### Metal 2, run 1

The bar under the picture is 20 µm long.
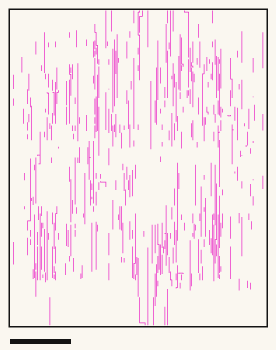
### The clock network, run 1

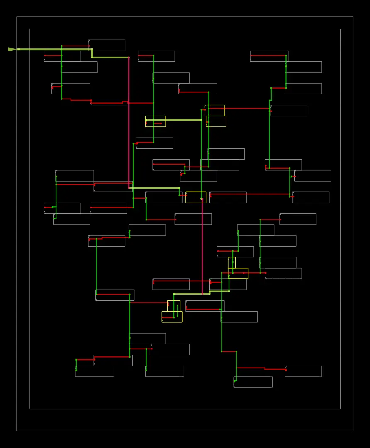
### Supply network, run 1

The bar under the picture is 20 µm long. Pins as bars on the die edge.
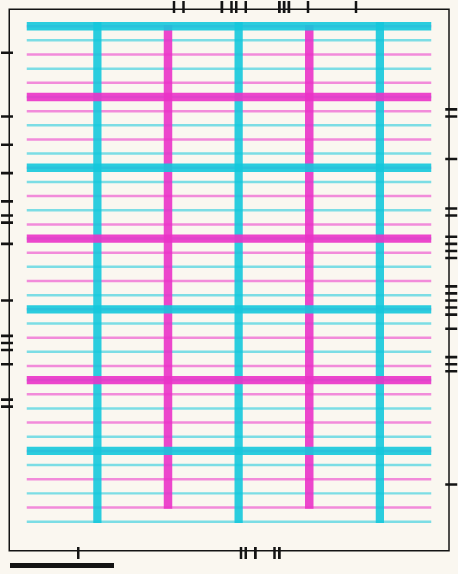
## src/rtl/edge_det_pkg.sv

```systemverilog
// Shared types and default parameters for the multi-channel edge detector.
// Mode encoding and the qualify helper are common to every channel.
package edge_det_pkg;

    typedef enum logic [1:0] {
        MODE_OFF  = 2'b00,
        MODE_RISE = 2'b01,
        MODE_FALL = 2'b10,
        MODE_BOTH = 2'b11
    } mode_e;

    localparam int N_CH_DEF        = 4;
    localparam int SYNC_STAGES_DEF = 2;
    localparam int FILTER_CNT_DEF  = 3;
    localparam int CNT_W_DEF       = 4;

    // An accepted edge qualifies when the channel mode selects its direction.
    function automatic logic edge_qualifies(input mode_e m, input logic rise, input logic fall);
        logic want_rise;
        logic want_fall;
        want_rise = (m == MODE_RISE) || (m == MODE_BOTH);
        want_fall = (m == MODE_FALL) || (m == MODE_BOTH);
        return (rise & want_rise) | (fall & want_fall);
    endfunction

endpackage

```

## src/rtl/edge_det_chan.sv

```systemverilog
// One edge-detector channel: synchroniser, glitch filter, registered edge pulses,
// sticky pending flag and a saturating count of qualifying edges.
module edge_det_chan
    import edge_det_pkg::*;
#(
    parameter int SYNC_STAGES = SYNC_STAGES_DEF,
    parameter int FILTER_CNT  = FILTER_CNT_DEF,
    parameter int CNT_W       = CNT_W_DEF
) (
    input  logic             clk,
    input  logic             rst_n,
    input  logic             d,
    input  mode_e            mode,
    input  logic             clr,
    output logic             level,
    output logic             r_edge,
    output logic             f_edge,
    output logic             pend,
    output logic [CNT_W-1:0] cnt
);

    localparam int FW = (FILTER_CNT > 1) ? $clog2(FILTER_CNT) : 1;
    localparam logic [FW-1:0]    FILT_LAST = FW'(FILTER_CNT - 1);
    localparam logic [CNT_W-1:0] CNT_MAX   = {CNT_W{1'b1}};

    logic [SYNC_STAGES-1:0] sync_reg;
    logic                   s;
    logic [FW-1:0]          filt_cnt_reg;
    logic [FW-1:0]          filt_cnt_next;
    logic                   level_reg;
    logic                   level_next;
    logic                   toggle;
    logic                   r_edge_reg;
    logic                   r_edge_next;
    logic                   f_edge_reg;
    logic                   f_edge_next;
    logic                   qual;
    logic                   pend_reg;
    logic                   pend_next;
    logic [CNT_W-1:0]       cnt_reg;
    logic [CNT_W-1:0]       cnt_next;

    assign s = sync_reg[SYNC_STAGES-1];

    // Filter: a new level is accepted only after FILTER_CNT consecutive mismatches.
    always_comb begin
        filt_cnt_next = '0;
        level_next    = level_reg;
        toggle        = 1'b0;
        if (s != level_reg) begin
            if (filt_cnt_reg == FILT_LAST) begin
                toggle     = 1'b1;
                level_next = ~level_reg;
            end else begin
                filt_cnt_next = filt_cnt_reg + 1'b1;
            end
        end
    end

    always_comb begin
        r_edge_next = toggle & ~level_reg;
        f_edge_next = toggle &  level_reg;
        qual        = edge_qualifies(mode, r_edge_next, f_edge_next);
    end

    // A qualifying edge beats a same-cycle clear, leaving one counted event.
    always_comb begin
        pend_next = qual | (pend_reg & ~clr);
        cnt_next  = cnt_reg;
        if (clr) begin
            cnt_next = qual ? CNT_W'(1) : '0;
        end else if (qual && (cnt_reg != CNT_MAX)) begin
            cnt_next = cnt_reg + 1'b1;
        end
    end

    always_ff @(posedge clk or negedge rst_n) begin
        if (!rst_n) begin
            sync_reg     <= '0;
            filt_cnt_reg <= '0;
            level_reg    <= 1'b0;
            r_edge_reg   <= 1'b0;
            f_edge_reg   <= 1'b0;
            pend_reg     <= 1'b0;
            cnt_reg      <= '0;
        end else begin
            sync_reg     <= {sync_reg[SYNC_STAGES-2:0], d};
            filt_cnt_reg <= filt_cnt_next;
            level_reg    <= level_next;
            r_edge_reg   <= r_edge_next;
            f_edge_reg   <= f_edge_next;
            pend_reg     <= pend_next;
            cnt_reg      <= cnt_next;
        end
    end

    assign level  = level_reg;
    assign r_edge = r_edge_reg;
    assign f_edge = f_edge_reg;
    assign pend   = pend_reg;
    assign cnt    = cnt_reg;

endmodule

```

## src/rtl/multi_edge_detector.sv

```systemverilog
// N-channel edge detector: independent channels with one OR-ed interrupt built
// from the registered pending flags.
module multi_edge_detector
    import edge_det_pkg::*;
#(
    parameter int N_CH        = N_CH_DEF,
    parameter int SYNC_STAGES = SYNC_STAGES_DEF,
    parameter int FILTER_CNT  = FILTER_CNT_DEF,
    parameter int CNT_W       = CNT_W_DEF
) (
    input  logic                    clk,
    input  logic                    rst_n,
    input  logic [N_CH-1:0]         d,
    input  logic [2*N_CH-1:0]       mode,
    input  logic [N_CH-1:0]         clr,
    output logic [N_CH-1:0]         level,
    output logic [N_CH-1:0]         r_edge,
    output logic [N_CH-1:0]         f_edge,
    output logic [N_CH-1:0]         pend,
    output logic [N_CH*CNT_W-1:0]   cnt,
    output logic                    irq
);

    generate
        for (genvar gi = 0; gi < N_CH; gi++) begin : g_chan
            edge_det_chan #(
                .SYNC_STAGES (SYNC_STAGES),
                .FILTER_CNT  (FILTER_CNT),
                .CNT_W       (CNT_W)
            ) u_chan (
                .clk    (clk),
                .rst_n  (rst_n),
                .d      (d[gi]),
                .mode   (mode_e'(mode[2*gi +: 2])),
                .clr    (clr[gi]),
                .level  (level[gi]),
                .r_edge (r_edge[gi]),
                .f_edge (f_edge[gi]),
                .pend   (pend[gi]),
                .cnt    (cnt[gi*CNT_W +: CNT_W])
            );
        end
    endgenerate

    assign irq = |pend;

endmodule

```

## config.mk

```make
export PLATFORM = sky130hd
export DESIGN_NAME = multi_edge_detector
export DESIGN_NICKNAME = d
export VERILOG_FILES = /design/src/rtl/edge_det_pkg.sv /design/src/rtl/edge_det_chan.sv /design/src/rtl/multi_edge_detector.sv
export SDC_FILE = /design/constraint.sdc
export NUM_CORES = 1
export LEC_CHECK = 0
export ABC_AREA = 1
export CELL_PAD_IN_SITES_DETAIL_PLACEMENT = 1
export CELL_PAD_IN_SITES_GLOBAL_PLACEMENT = 1
export CORE_ASPECT_RATIO = 1.25
export CORE_MARGIN = 3
export CORE_UTILIZATION = 30
export DETAILED_ROUTE_END_ITERATION = 10
export PLACE_DENSITY_LB_ADDON = 0.1
export SLEW_MARGIN = 40
export SYNTH_ARGS = -nofsm -noshare
export SYNTH_HDL_FRONTEND = slang
export SYNTH_SLANG_ARGS = --single-unit
```

## constraint.sdc

```tcl
create_clock -name clk -period 1.7 [get_ports clk]
set_clock_uncertainty 0.15 [all_clocks]
set_input_delay 0.34 -clock clk [delete_from_list [all_inputs] [get_ports clk]]
set_output_delay 0.34 -clock clk [all_outputs]
set_load 0.1 [all_outputs]
```

==> run summary, run 1 <==
Flow results.

- The run finished with clean final reports.
- After detailed routing, the number of remaining DRC violations is 0.
- The final weighted congestion of routability-driven global placement is 0.743.
- The final wirelength is 5010 µm.
- The via count of the first global-routing pass came to 1786.
- By count the netlist is led by dfrtp_1, nand2_1, nand3_1.
- Setup repair after global routing left no endpoint under its margin.
- The met2 routed wirelength is 2460 µm.
- The mapped netlist covers 2290 µm².
- After layout, the inverter instance count without clock inverters stands at 26.
- The finished layout reports a core utilization of 0.444.
- Post-route period utilization is reported as 0.955.
- In this run the top signal layer used is met4.
- The global-route usage over all layers is 0.121.
- The post-layout instance area is 3290 µm².
- The post-synthesis area per instance is 9.52 µm².
- The area share of buffers outside the clock network is 0.269.
- Across all stage logs, warnings added up to 27.
- In the synthesized netlist, the number of instances is 241.
- Data arrives at the worst endpoint at 1130 ps.
- Overall power consumption after layout is estimated at 4210 µW.
- The number of buffers inserted by port buffering is 50.
- The worst path meets setup with 77.0 ps of slack.
- The initial core utilization is 0.310.
- In this run the clock root is driven by a clkbuf_8.
- From the final report, the count of setup violators was given as 0.
- Power spread over the standard cell area amounts to 1280 nW/µm².
- Per the timing report, the biggest fanout along the worst path comes to 2.
- The count of synthesis-stage warnings from yosys is 0.
- The layout has 821 filler cells.
- The count of buffers added by post-CTS timing repair for setup is 2.
- The maximum number of pins on one net before global-route repair is 26.
- The share of the Yosys chip area taken by registers is 0.524.
- The first global-routing pass estimated 8680 µm of wire.
- The cell accounting for the most synthesized area is dfrtp_1.
- The met1 track demand over resource is 0.161.
- The yosys cell count is 241.
- Excluding fillers, the count of instances in the completed layout stands at 381.
- The number of antenna violations at the first check in global routing is 0.
- The final worst hold slack is 207 ps.
- The met3 layer usage reported by global route is 0.0318.
- The number of maximum-capacitance violations recorded for the run is 0.
- Leaving out the clock tree, the finished layout contains a buffer count of 56.
- The pre-CTS setup check shows a worst slack of 139 ps.
- The busiest layer in global routing is met2.
- The number of clock buffers added by TritonCTS is 5.
- Per the area breakdown, the dominant cell category is flip-flops and latches.
- The fraction of standard cell area that is sequential is 0.371.
- The worst-case max-slew headroom was logged as 0.735.
- The number of search-and-repair iterations in the first detailed-routing pass is 4.
- Detailed routing placed a total of 259 µm of wire on met3.
- The pin closest to its max-slew limit shows a slew of 398 ps.
- The critical path required time is 1210 ps.
- The count of boundary I/O pins is 51.
- The area fraction of the largest cell type after synthesis is 0.524.
- The most common cell in the synthesized netlist is dfrtp_1.
- The synthesis-to-layout area growth is 43.4%.
- The type of the worst min-delay path is reg2reg.
- TritonCTS built the clock tree.
- The dominant synthesized flop cell is dfrtp_1.
- Per the layout area report, the combinational fraction of cell area is 0.266.
- The number of sequential storage elements is 48.
- In this run, distinct cell masters in the synthesized netlist total 22.
- The global-route met2 utilization is 0.191.
- Summing over every cut layer, the via total after detailed routing is 1775.
- The final critical delay including setup and external delays is 1620 ps.
- The fraction of registers with async set/reset is 1.00.
- The detailed placer reported the number of placed instances as 369.
- After detailed placement, the total cell area comes to 3160 µm².
- The clock latency reported for the late side of the worst-skew pair is 300 ps.
- The number of vias per cell after detailed routing is 4.66.
- The wire length the detailed router placed on met1 is 2230 µm.
- The flip-flop count of the largest register, all copies and words added is 16.
- Summed over all cells, the static leakage comes to 0.00150 µW.
- The number of slew-limit violations in the final report is 0.
- Counting along the longest clock path gives a buffer depth of 2.
- The multi-input logic cell count is 151.
- The total negative slack for setup checks is 0 ps.
- Counting flops with a built-in enable in the synthesized netlist gives 0.
- The area used by sequential logic in the layout is 1220 µm².
- The critical setup path kind is reg2out.
- The total of cells resized after clock tree synthesis is 1.
- The total grt overflow is 0.
- The HPWL after detailed placement is 3960 µm.
- The final net count is 310.
- In the synthesis report, Yosys lists the chip area as 2290 µm².
- The category of the worst setup path capture point is a primary output.
- The area taken by multi-input combinational cells is reported as 875 µm².
- The violation tally recorded at the end of detailed-routing iteration 0 is 49.
## Picture notes: 'Metal 2'
longest straight run: 25.5 µm
wire length on this layer: 2460 µm
nets with wire on the layer: 278

## Picture notes: 'The clock network'
clock buffer count in the final layout: 6
power of the clock network: 734 µW
sinks on the clock net: 48

## Picture notes: 'Supply network'
legend:
  magenta:
    net: VDD
  cyan:
    net: VSS
signal pins: 51
met4 straps: 5
met1 rails: 36
placeable core region: 7400 µm²
chip width: 84.2 µm
Max IR drop VDD: 0.626 mV

==> run 1: logic make-up after synthesis <==
logic type	Yosys count	synth area share
and+or+nand+nor	131	0.309
adders and majority gates	4	0.0218
xor gates and xnor gates	6	0.0229
DFF	48	0.524
buffers and inverters	42	0.0949
AOI/OAI and AO/OA	10	0.0273
==> run 1: report_power, final <==
group,internal (µW),switching (µW)
sequential,1320,217
clock,333,401
combinational,661,1280
==> run 1: cell usage in the layout, fill, tap and decap left out <==
master,netlist,routed
ha_1,4,4
nor3_1,13,13
nor2_2,6,6
clkbuf_8,0,6
xnor2_1,3,3
nand2_1,39,39
dfrtp_2,0,14
buf_2,0,1
nand2_4,6,6
or2_2,3,3
inv_2,4,7
clkinv_1,1,1
clkdlybuf4s50_1,0,16
nand2_2,5,5
dfrtp_1,48,34
o211ai_1,5,5
inv_1,21,18
o21ai_1,1,1
xor2_1,3,3
clkinv_2,0,1
nand3_1,23,23
nor2_4,4,4
buf_12,0,34
o21ai_0,4,4
dlygate4sd3_1,0,1
nand4_1,10,10
buf_4,16,4
inv_6,0,1
nor2_1,16,16
nand3_2,6,6
==> run 1: worst paths after layout <==
path,slack [ps],startpoint,to,depth (start not counted)
setup / recovery,80,g_chan[1].u_chan.pend,irq,3
hold / removal,210,g_chan[1].u_chan.sync_reg[0],g_chan[1].u_chan.sync_reg[1],0
setup reg to reg,240,g_chan[0].u_chan.cnt[0],g_chan[0].u_chan.cnt[3],7
hold reg to reg,210,g_chan[1].u_chan.sync_reg[0],g_chan[1].u_chan.sync_reg[1],0
max in group asynchronous,590,rst_n,g_chan[3].u_chan.cnt[2],3
min in group asynchronous,330,rst_n,g_chan[2].u_chan.f_edge,2
==> run 1: critical path, cell delays in order, from the launching register on <==
cell	delay [ps]
dfrtp_1	420
inv_2	80
nand4_1	120
buf_12	200
### M3 wires, run 1

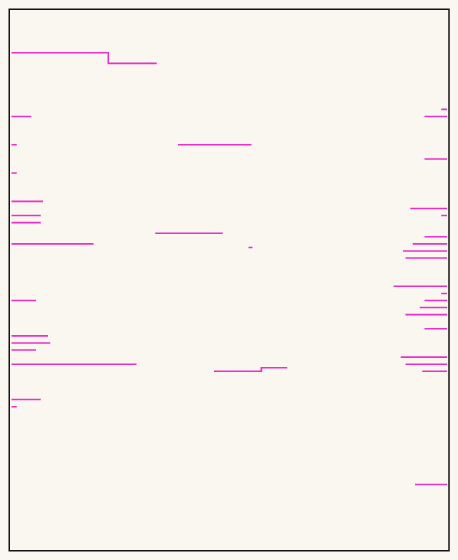

==> inputs of run 2 (changes only) <==
- REMOVE_ABC_BUFFERS: unset -> 1
- SYNTH_HIERARCHICAL: unset -> 1
### M3 wires, run 2

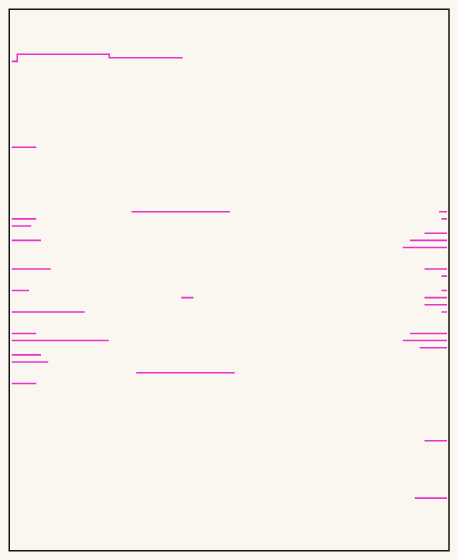
longest straight run: 18.4 µm
main direction: horizontal
nets with wire on the layer: 30
share of all routed wire: 4.2%
wire length on this layer: 218 µm

### Cells coloured by instance, run 2

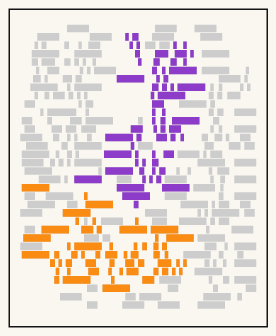
legend:
  purple:
    instance: `g_chan[0].u_chan`
    cells: 61
  orange:
    instance: `g_chan[3].u_chan`
    cells: 57
not coloured: 179
post-route insts no fill: 387
Die ar.: 8540 µm²
core utilization of the finished layout: 0.467

==> run summary, run 2 <==
Flow results.

- The flow ran to the end, and the final reports show no timing, DRC or antenna violations.
- The via count of the first global-routing pass is 1949.
- The worst register-to-register path has a depth of 6.
- The cell accounting for the most synthesized area is dfrtp_1.
- In this run the vertical extent of the chip is 103 µm.
- The most common cell in the netlist is dfrtp_1.
- The origin of the worst min-delay path is g_chan[2].u_chan/sync_reg[0].
- The synthesized cell area is 2240 µm².
- The worst min-delay path endpoint is g_chan[2].u_chan/sync_reg[1].
- Of the total synthesized cell area, the portion taken by full adders, half adders and majority gates is 0.0224.
- The capture point of the worst reg-to-reg path is g_chan[1].u_chan/cnt[0].
- For reference, the final report shows the hold violation count at 0.
- The cell with the largest stage delay on the worst path is dfrtp_2.
- The category of the worst setup path capture point is a primary output.
- Per the power-grid run, VDD falls by no more than 0.834 mV.
- Per the placement log, port buffering inserted 50 buffers.
- Per the synth stats, the flop cell with the highest instance count is dfrtp_1.
- The flip-flop and latch count after synthesis is 48.
- The number of search-and-repair iterations in the first detailed-routing pass is 4.
- The core region is 7100 µm².
- For reference, the critical path cell chain is nor2_1 -> nand2_1 -> buf_12.
- The number of diodes added for antenna fixing is 0.
- Per the log, the first TritonRoute iteration ended with a DRC count of 75.
- The data required time reported for the critical path is 1210 ps.
- The highest clock frequency the design can meet is 618 MHz.
- The H-tree was split into 2 levels.
- The number of buffers and inverters on the critical path is 1.
- The final clock period utilization by the worst path is 0.952.
- The largest buffer count on any clock path is 2.
- The global-route wire length before repair is 9000 µm.
- For this run, the post-layout net count is 319.
- Setup repair after global routing left no endpoint under its margin.
- The launching point of the worst reg2reg path is g_chan[1].u_chan/cnt[0].
- The stat command in Yosys gives a chip area of 2240 µm².
- The clock latency reported for the late side of the worst-skew pair is 290 ps.
- The worst endpoint data arrival time is 1130 ps.
- In this run, placement finished with an instance count of 377.
- By area the synthesized netlist is led by dfrtp_1, nand2_1, nand2_4, nand3_1, nor2_1.
- The final wirelength is 5140 µm.
- Counting every sink on the clock net gives 48.
- The power report puts the net switching power at 1910 µW.
- The part of the power in combinational logic is 0.471.
- On the worst setup and hold paths after CTS, the clock-pin slew comes to 90 ps.
- The wire-length estimate of the detail-placed layout is 4000 µm.
- For this run, the final setup violation count is recorded as 0.
- The post-synthesis area per instance is 9.53 µm².
- The via count of the routed design is 1773.
- The post-synthesis share of cell area spent on xor and xnor gates is 0.0117.
- The flip-flop count of the largest register, all copies and words added is 16.
- Synthesis handed over a netlist of 235 instances.
- The worst-path maximum fanout is 2.
- The number of buffers created by CTS is 5.
- The total grt overflow is 0.
- The critical setup path kind is reg2out.
- The share of total power dissipated in sequential elements is 0.374.
- In this run the remaining antenna-violating nets after routing total 0.
- The post-synthesis mux area share is 0.
- The CTS tree is built.
- In the floorplan report the effective utilization is 0.315.
- Of the post-synthesis cell area, the dominant cell type holds 0.537.
- The leakage dissipation is 0.00160 µW.
- Summed over the clock group, the power is 649 µW.
- Looking at the clock tree report, the root buffer type is clkbuf_8.
- The power of the sequential group is 1560 µW.
- Warnings reported by Yosys during synthesis add up to 6.
- The number of antenna violations at the first check in global routing came to 0.
- The largest single stage delay on the critical path is 420 ps.
- The commonest cells after synthesis are dfrtp_1, nand2_1, nand3_1.
- The floorplan report gives the top-level pin count as 51.
- The number of inserted filler cells in the final layout is 763.
- Among logic cells in the layout, the one with the most instances is dfrtp_1.
- The placement summary gives the final routability congestion estimate as 0.745.
- Internal power comes to 2270 µW.
- The number of slew-limit violations in the final report is 0.
- The synthesis run identifies the leading combinational cell family as simple AND/OR/NAND/NOR gates.
- The post-route total power is 4180 µW.
- The global-route usage over all layers is 0.131.
- Of the total power, the share spent switching nets is 0.456.
- The x dimension of the die is 83.3 µm.
- The worst setup slack for register-to-register paths is 220 ps.
- The number of vias per cell after detailed routing is 4.58.
- Grouping stages by cell kind, the critical path spends the most delay in flip-flops.
- The combinational power is 1970 µW.
- The synthesis-to-layout area growth is 48.4%.
- The fraction of registers with async set/reset is 1.00.
- For this design, Yosys synthesis ends with a cell count of 235.
- The final critical delay including setup and external delays is 1620 ps.
- The relative slew slack is 0.655.
- The transition at the pin with the smallest max-transition slack is 517 ps.
- The share of total power dissipated in the clock network is 0.155.
- In the layout the commonest cells are dfrtp_1, nand2_1, buf_12.
- Leaving out buffers and inverters, the combinational logic in the layout accounts for 925 µm².
- The area share of and/or/nand/nor cells after synthesis is 0.360.
- The max-capacitance violation count is 0.
- The number of different library cells used by synthesis comes to 17.
- The floorplan has 34 rows.
- The number of synthesized flops with an enable pin is 0.
- The share of post-route cells with drive strength above 1 is 0.296.
- The final routed wire length divided by cell count is 13.3 µm.
- The aoi/oai-family share of the synthesized area is 0.0190.
- The number of stages on the worst hold path is 0.
- Per the detail_route report, DRC violations left total 0.
- The share of the Yosys chip area taken by registers is 0.537.
- The type of the worst min-delay path is reg2reg.
- The power group with the highest consumption is combinational logic.
- The power density over the cells is 1260 nW/µm².
- OpenROAD emitted warnings numbering 25.
- Entering global routing, the biggest net connects 20 pins.
- The area used by sequential logic in the layout is 1200 µm².
run 2: cell count changes after synthesis, moves of 4 or more:
cell,change
buf_4,-16
nand2_4,+6
nor2_1,+6
nand2_2,-5
nor2_2,+5
inv_2,+4
run 2: layer usage:
metal / GRT usage / vias to the layer above / routed length, µm
li1: - / 885 / -
met1: 0.153 / 852 / 2210
met2: 0.235 / 34 / 2670
met3: 0.0352 / 2 / 217
met4: 0.0453 / 0 / 45
met5: 0 / - / 0
run 2: worst max-delay path by stage:
stage | from | end | slack (ps) | depth (start not counted)
detailed placement | mode[0] | g_chan[0].u_chan/cnt[0] | 150 | 6
global placement | mode[1] | g_chan[0].u_chan/cnt[2] | 170 | 6
CTS | g_chan[2].u_chan/pend | irq | 7 | 3
global route | g_chan[1].u_chan/pend | irq | 2 | 3
finish | g_chan[2].u_chan/pend | irq | 80 | 3
floorplan | g_chan[3].u_chan/pend | irq | -500 | 2
run 2: final cells by class:
class / count / share of cell area
flip-flops and latches: 48 / 0.362
multi-input cells: 157 / 0.278
repair buffers: 55 / 0.268
inverters: 30 / 0.0339
well taps: 90 / 0.0339
clock buffers: 6 / 0.0219
clock inverters: 1 / 0.00151
run 2: stage by stage:
stage / hold WS [ps] / setup TNS [ps] / setup WS [ps] / cell area (µm²)
after CTS: 209 / 0 / 6.80 / 3310
after floorplan: -106 / -4890 / -497 / 2240
after detailed placement: 188 / 0 / 147 / 3220
after global placement: 185 / 0 / 166 / 3220
final: 206 / 0 / 81.6 / 3320
after global routing: 216 / 0 / 2.18 / 3320
run 2: what timing repair did:
action,in CTS,in global routing
resized,1,0
setup buffers,1,1
hold buffers,1,0
cloned,0,0
endpoints found under the setup margin,1,1
hold endpoints to repair,17,0
Power figures rest on the tool's default switching activity, not on a simulated workload.
